`config.mk`:
```
export PLATFORM = sky130hd
export DESIGN_NAME = gpio_bus_arbiter
export DESIGN_NICKNAME = d
export VERILOG_FILES = /design/src/rtl/gpio_bus_arbiter.sv
export SDC_FILE = /design/constraint.sdc
export NUM_CORES = 1
export LEC_CHECK = 0
export ABC_AREA = 1
export ABC_CLOCK_PERIOD_IN_PS = 1700
export CAP_MARGIN = 30
export CORE_MARGIN = 2
export CORE_UTILIZATION = 36
export CTS_CLUSTER_SIZE = 10
export DETAILED_ROUTE_END_ITERATION = 8
export GPL_TIMING_DRIVEN = 0
export PLACE_DENSITY = 0.82
export SLEW_MARGIN = 20
export SYNTH_ARGS = -nofsm -noshare
export SYNTH_HDL_FRONTEND = slang
export SYNTH_SLANG_ARGS = --single-unit
```
`constraint.sdc`:
```
create_clock -name clk -period 1.7 [get_ports clk]
set_input_delay 0.425 -clock clk [delete_from_list [all_inputs] [get_ports clk]]
set_output_delay 0.425 -clock clk [all_outputs]
set_load 0.02 [all_outputs]
```
`src/rtl/gpio_bus_arbiter.sv`:
```
// Two-master round-robin arbiter and IDLE->ACCESS->RESP sequencer for the GPIO bus.
// Unmapped or misaligned addresses complete with err_o set and no GPIO strobe.
module gpio_bus_arbiter #(
    parameter int unsigned DATA_WIDTH = 32,
    parameter logic [31:0] GPIO_BASE  = 32'h10010024,
    parameter logic [31:0] GPIO_LAST  = 32'h10010028,
    localparam int unsigned ADDR_WIDTH = 32
) (
    input  logic                  clk,
    input  logic                  reset,
    input  logic [1:0]            req_i,
    input  logic [1:0]            we_i,
    input  logic [ADDR_WIDTH-1:0] addr0_i,
    input  logic [ADDR_WIDTH-1:0] addr1_i,
    input  logic [DATA_WIDTH-1:0] wdata0_i,
    input  logic [DATA_WIDTH-1:0] wdata1_i,
    output logic [1:0]            ack_o,
    output logic                  err_o,
    output logic [DATA_WIDTH-1:0] rdata_o,
    output logic                  busy_o,
    output logic                  Mem_Read_o,
    output logic                  Mem_Write_o,
    output logic [ADDR_WIDTH-1:0] gpio_addr_o,
    output logic [DATA_WIDTH-1:0] gpio_wdata_o,
    input  logic [DATA_WIDTH-1:0] gpio_rdata_i
);

    typedef enum logic [1:0] {
        S_IDLE   = 2'd0,
        S_ACCESS = 2'd1,
        S_RESP   = 2'd2
    } state_t;

    state_t state;
    logic   last_grant;
    logic   cmd_id;
    logic   cmd_we;
    logic   cmd_mapped;

    logic                  win_id_c;
    logic                  sel_we_c;
    logic [ADDR_WIDTH-1:0] sel_addr_c;
    logic [DATA_WIDTH-1:0] sel_wdata_c;
    logic                  sel_mapped_c;

    // Winner selection and address decode for the request seen in IDLE
    always_comb begin
        win_id_c = 1'b0;
        case (req_i)
            2'b10:   win_id_c = 1'b1;
            2'b11:   win_id_c = ~last_grant;
            default: win_id_c = 1'b0;
        endcase
        sel_we_c     = we_i[win_id_c];
        sel_addr_c   = win_id_c ? addr1_i : addr0_i;
        sel_wdata_c  = win_id_c ? wdata1_i : wdata0_i;
        sel_mapped_c = (sel_addr_c[1:0] == 2'b00) &&
                       (sel_addr_c >= GPIO_BASE) &&
                       (sel_addr_c <= GPIO_LAST);
    end

    // gpio_addr_o/gpio_wdata_o double as the address/data command registers
    always_ff @(posedge clk or negedge reset) begin
        if (!reset) begin
            state        <= S_IDLE;
            last_grant   <= 1'b1;
            cmd_id       <= 1'b0;
            cmd_we       <= 1'b0;
            cmd_mapped   <= 1'b0;
            ack_o        <= 2'b00;
            err_o        <= 1'b0;
            rdata_o      <= '0;
            busy_o       <= 1'b0;
            Mem_Read_o   <= 1'b0;
            Mem_Write_o  <= 1'b0;
            gpio_addr_o  <= '0;
            gpio_wdata_o <= '0;
        end else begin
            case (state)
                S_IDLE: begin
                    if (req_i != 2'b00) begin
                        state        <= S_ACCESS;
                        busy_o       <= 1'b1;
                        cmd_id       <= win_id_c;
                        cmd_we       <= sel_we_c;
                        cmd_mapped   <= sel_mapped_c;
                        gpio_addr_o  <= sel_addr_c;
                        gpio_wdata_o <= sel_wdata_c;
                        Mem_Write_o  <= sel_mapped_c & sel_we_c;
                        Mem_Read_o   <= sel_mapped_c & ~sel_we_c;
                    end
                end
                S_ACCESS: begin
                    state        <= S_RESP;
                    Mem_Write_o  <= 1'b0;
                    Mem_Read_o   <= 1'b0;
                    gpio_addr_o  <= '0;
                    gpio_wdata_o <= '0;
                    ack_o        <= cmd_id ? 2'b10 : 2'b01;
                    err_o        <= ~cmd_mapped;
                    rdata_o      <= (cmd_mapped && !cmd_we) ? gpio_rdata_i : '0;
                end
                S_RESP: begin
                    state      <= S_IDLE;
                    busy_o     <= 1'b0;
                    ack_o      <= 2'b00;
                    err_o      <= 1'b0;
                    rdata_o    <= '0;
                    last_grant <= cmd_id;
                end
                default: begin
                    state <= S_IDLE;
                end
            endcase
        end
    end

endmodule

```
==> out/qor.log <==
[status] outcome finished, violations left
[status] failing checks setup timing
[route] Antenna Nets Post-Route 0
[global_routing] global routing met2 resource utilization 38.4%
[job] Max-cap violations 0
[worst_setup_path] source of the worst register-to-register timing path last_grant
[worst_setup_path] type of the worst setup path reg -> reg
[floorplan] Vert. Die Dim 124 µm
[route] number of DRC violations after detailed-routing iteration 0 306
[worst_setup_path] critical path data arrival time 2.18 ns
[final_timing] RSZ-0062 raised after global routing true
[global_routing] peak-usage layer in the global routing report met2
[finish] layout-stage area growth over the synthesis result 82.5%
[final_timing] Slew headroom 63.3%
[logic_synthesis] most used standard cells in the synthesized netlist sky130_fd_sc_hd__nand2_1 (150), sky130_fd_sc_hd__inv_1 (109), sky130_fd_sc_hd__dfrtp_1 (107)
[floorplan] horizontal die size 124 µm
[power_and_ir_drop] leakage power of the design 0.00462 µW
[logic_synthesis] Mux cell area share 0.195%
[worst_setup_path] Worst setup endpoint Mem_Read_o
[logic_synthesis] cell types occupying the most area after synthesis sky130_fd_sc_hd__dfrtp_1 (52%), sky130_fd_sc_hd__nand2_1 (11%), sky130_fd_sc_hd__o21ai_0 (9.8%)
[global_routing] met1 track utilization from global routing 26.7%
[final_timing] number of setup violations in the final report 36
[final_timing] number of pins exceeding their max-slew limit in the final report 0
[clock_network] clock transition at the register clock pins on the worst setup and hold paths after CTS 0.07 ns
[logic_synthesis] Cell Type Count 24
[global_routing] vias in the first global route 5098
[clock_network] number of sinks handled by clock tree synthesis 108
[worst_setup_path] critical-path cell list nand2_8 > nand2_8 > buf_8 > nand2_2 > o21ai_2 > nand2_1 > nor2_1 > nand2_2 > nor2_4 > nand3_4 > o21ai_2
[final_timing] post-layout period usage of the worst path 112%
[logic_synthesis] main combinational cell family by area after synthesis simple AND/OR/NAND/NOR gates
[final_timing] maximum operating frequency 526 MHz
[logic_synthesis] share of Yosys cell area claimed by the top area cell type 52.1%
[global_routing] total gr overflow 0
[placed_design] final weighted congestion of routability-driven global placement 0.837
[worst_setup_path] cell with the largest stage delay on the worst path sky130_fd_sc_hd__dfstp_2
[route] average vias per placed instance 4.93
[clock_network] TritonCTS clock tree done
[logic_synthesis] post-synthesis simple-gate area fraction 19.2%
[finish] Nets 1118
[finish] Top cell excl fill/tap sky130_fd_sc_hd__clkdlybuf4s50_1
[route] # DRC 0
[final_timing] pin slew with the least headroom to its limit 0.546 ns
[logic_synthesis] adder and majority gate portion of the synthesized area 0.973%
[logic_synthesis] Compound-Gate Fraction of Synth Area 15.5%
[worst_setup_path] critical path peak fanout 6
[logic_synthesis] xor/xnor cell area share of the yosys netlist 0%
[placed_design] Placed Area 8120 µm²
[clock_network] Clock Tree Root sky130_fd_sc_hd__clkbuf_16
[finish] Top Registers gpio_addr_o: 32 flops, gpio_wdata_o: 32 flops, rdata_o: 32 flops
[floorplan] die footprint 15300 µm²
[logic_synthesis] most instantiated flip-flop cell in the synthesis netlist sky130_fd_sc_hd__dfrtp_1
[logic_synthesis] number of flops mapped to enable cells by yosys 0
[global_routing] number of antenna violations at the first check in global routing 1
[finish] post-layout instance count excluding filler cells 1134
[logic_synthesis] # Cells Yosys 636
[final_timing] Setup Skew 0.00631 ns
[clock_network] clock latency of the later-clocked register in the worst-skew pair 0.35 ns
[logic_synthesis] Async SR Flop Fraction 100%
[hold_path] HP Class in -> async
[floorplan] Boundary Pins 268
[placed_design] Port Buf Inserts 267
[final_timing] smallest setup slack after layout -0.202 ns
[logic_synthesis] post-synthesis cell type with the largest instance count sky130_fd_sc_hd__nand2_1
==> cells by family after synthesis <==
kind of cell    count (synthesis)
simple gates                  230
compound gates                148
buf+inv                       145
flops                         108
fa+ha+maj                       4
mux                             1
==> through the flow <==
stage	power [µW]	utilization [%]	TNS, ns	hold WS, ns	setup slack [ns]
finish	14800	67.3	-1.50	0.0124	-0.202
global route	15700	67.3	-5.36	0.0560	-0.263
CTS	13400	61.5	-0.606	0.0332	-0.211
detailed placement	11300	58.3	-51.51	0.403	-0.804
global placement	11100	58.0	-472.08	0.464	-3.93
floorplan	7900	-	0	0.129	0.0398
==> power breakdown <==
group	switching, µW	total, µW	internal, µW
registers	589	4220	3630
logic	4740	8100	3370
clock network	989	2440	1450
total	6310	14800	8450
==> per-layer routing <==
| layer | vias up | share of wire [%] |
|---|---|---|
| met5 | - | 0 |
| li1 | 2639 | - |
| met3 | 35 | 9.0 |
| met2 | 257 | 50 |
| met4 | 0 | 2.7 |
| met1 | 2657 | 38 |
==> cell type report <==
type	instances	area, µm²
diodes	1	2.50
plain buffers	34	329
clock buffers	9	225
clock inverters	7	123
fillers	1117	4550
inverters	109	413
multi-input cells	384	2410
flip-flops and latches	108	2700
well taps	180	225
repair buffers	302	2950
==> worst max-delay path: cells and delay by family (launching register included) <==
kind	cells	cell delay, ns
buffers and inverters	1	0.14
DFF	1	0.58
AOI/OAI and AO/OA	2	0.23
and+or+nand+nor	8	0.88
==> what timing repair did <==
| action | in CTS | in global routing |
|---|---|---|
| gates resized | 158 | 235 |
| pin swaps | 7 | 35 |
| cloned | 1 | 10 |
| setup buffers | 8 | 16 |
| setup endpoints to repair | 202 | 96 |
==> images/wire_density.png <==
Bar = 20 µm. The die is cut into 25 by 25 equal tiles; black is low, pale yellow is high, scaled to the fullest tile. Values are wire area over tile area, all layers added.
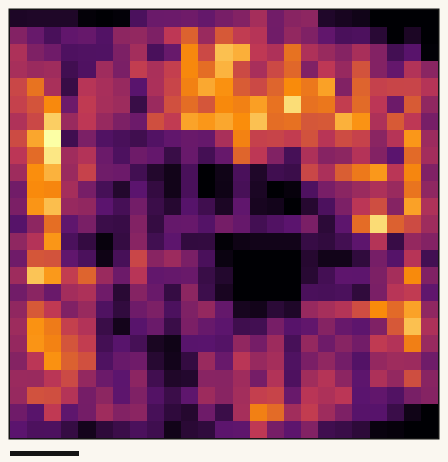
The densest ninth of the die: north. 23% of the tiles are over half the peak. The fullest tile reaches 0.58. The mean over all tiles is 0.21. The emptiest ninth of the die: centre. 5.1% of the tiles are nearly empty.
average routed wire per standard cell: 16.9 µm
total global routing track utilization: 22.5%
overall via count from detail_route: 5588
Final Routed Wirelength: 19100 µm

==> images/zoom.png <==
Bar = 20 µm. Window x 6 to 56, y 6 to 56 µm. Cells in grey, sequential cells in the stronger grey; small squares are vias.
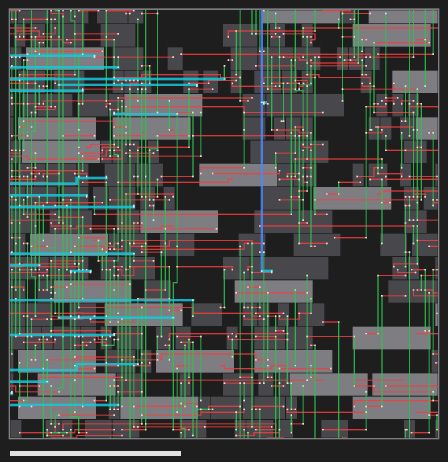
Blue stands for met4. Cyan stands for met3. Green stands for met2. Red stands for met1.
Most frequent: dfrtp_1 (25), nand2_1 (23), nor2_1 (19). 177 logic cells have their middle in the window. Sequential cells in the window: 26. Netlist names of flops here include gpio_wdata_o (17), rdata_o (2).

==> images/final_placement.png <==
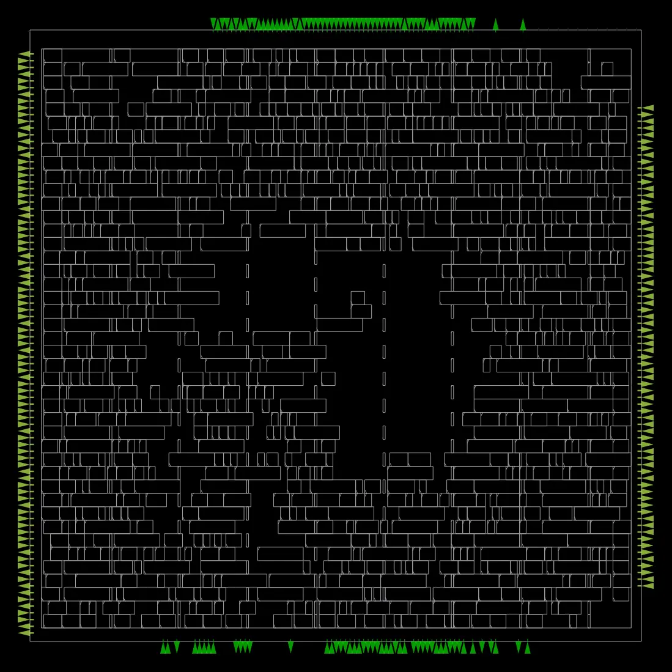
Core Rows: 43
core utilization of the finished layout: 67.3%

==> images/registers.png <==
Other sequential cells in the stronger grey, the rest of the logic in the fainter grey.
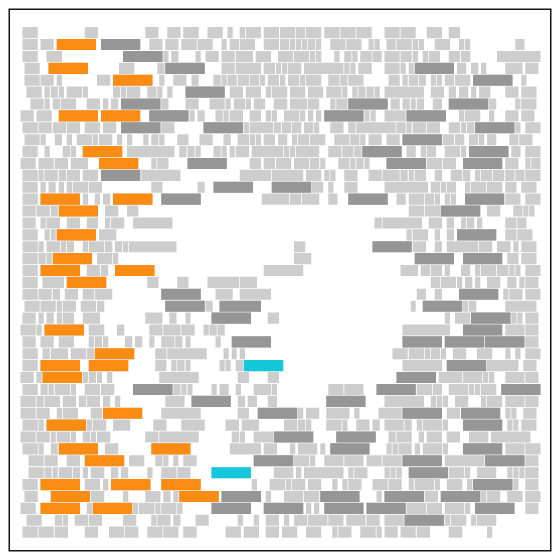
Orange stands for gpio_wdata_o, placed flops 32, where a vertical strip on the left. Cyan stands for ack_o, placed flops 2.
Another 74 sequential cells are not coloured.
sequential-cell power consumption: 4220 µW
area of all sequential standard cells: 2700 µm²
fraction of standard cell area that is sequential: 28.8%

==> images/cell_classes.png <==
Fill, decap, tap and diode cells in grey.
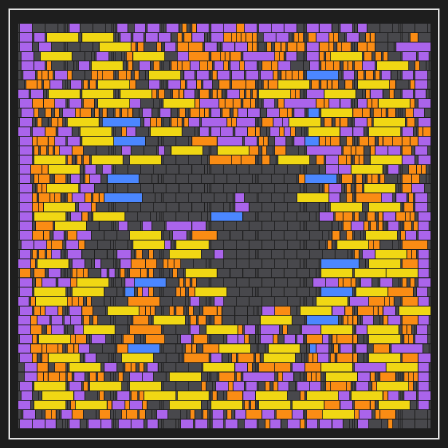
Yellow stands for flops, cells 108. Orange stands for all other logic, cells 493. Purple stands for other buffers and delay cells, cells 336. Blue stands for clock drivers and dummy loads, cells 16.
core region area: 13900 µm²
Post-Layout Inst Area: 9380 µm²

Power is estimated from default activity; no workload was simulated.
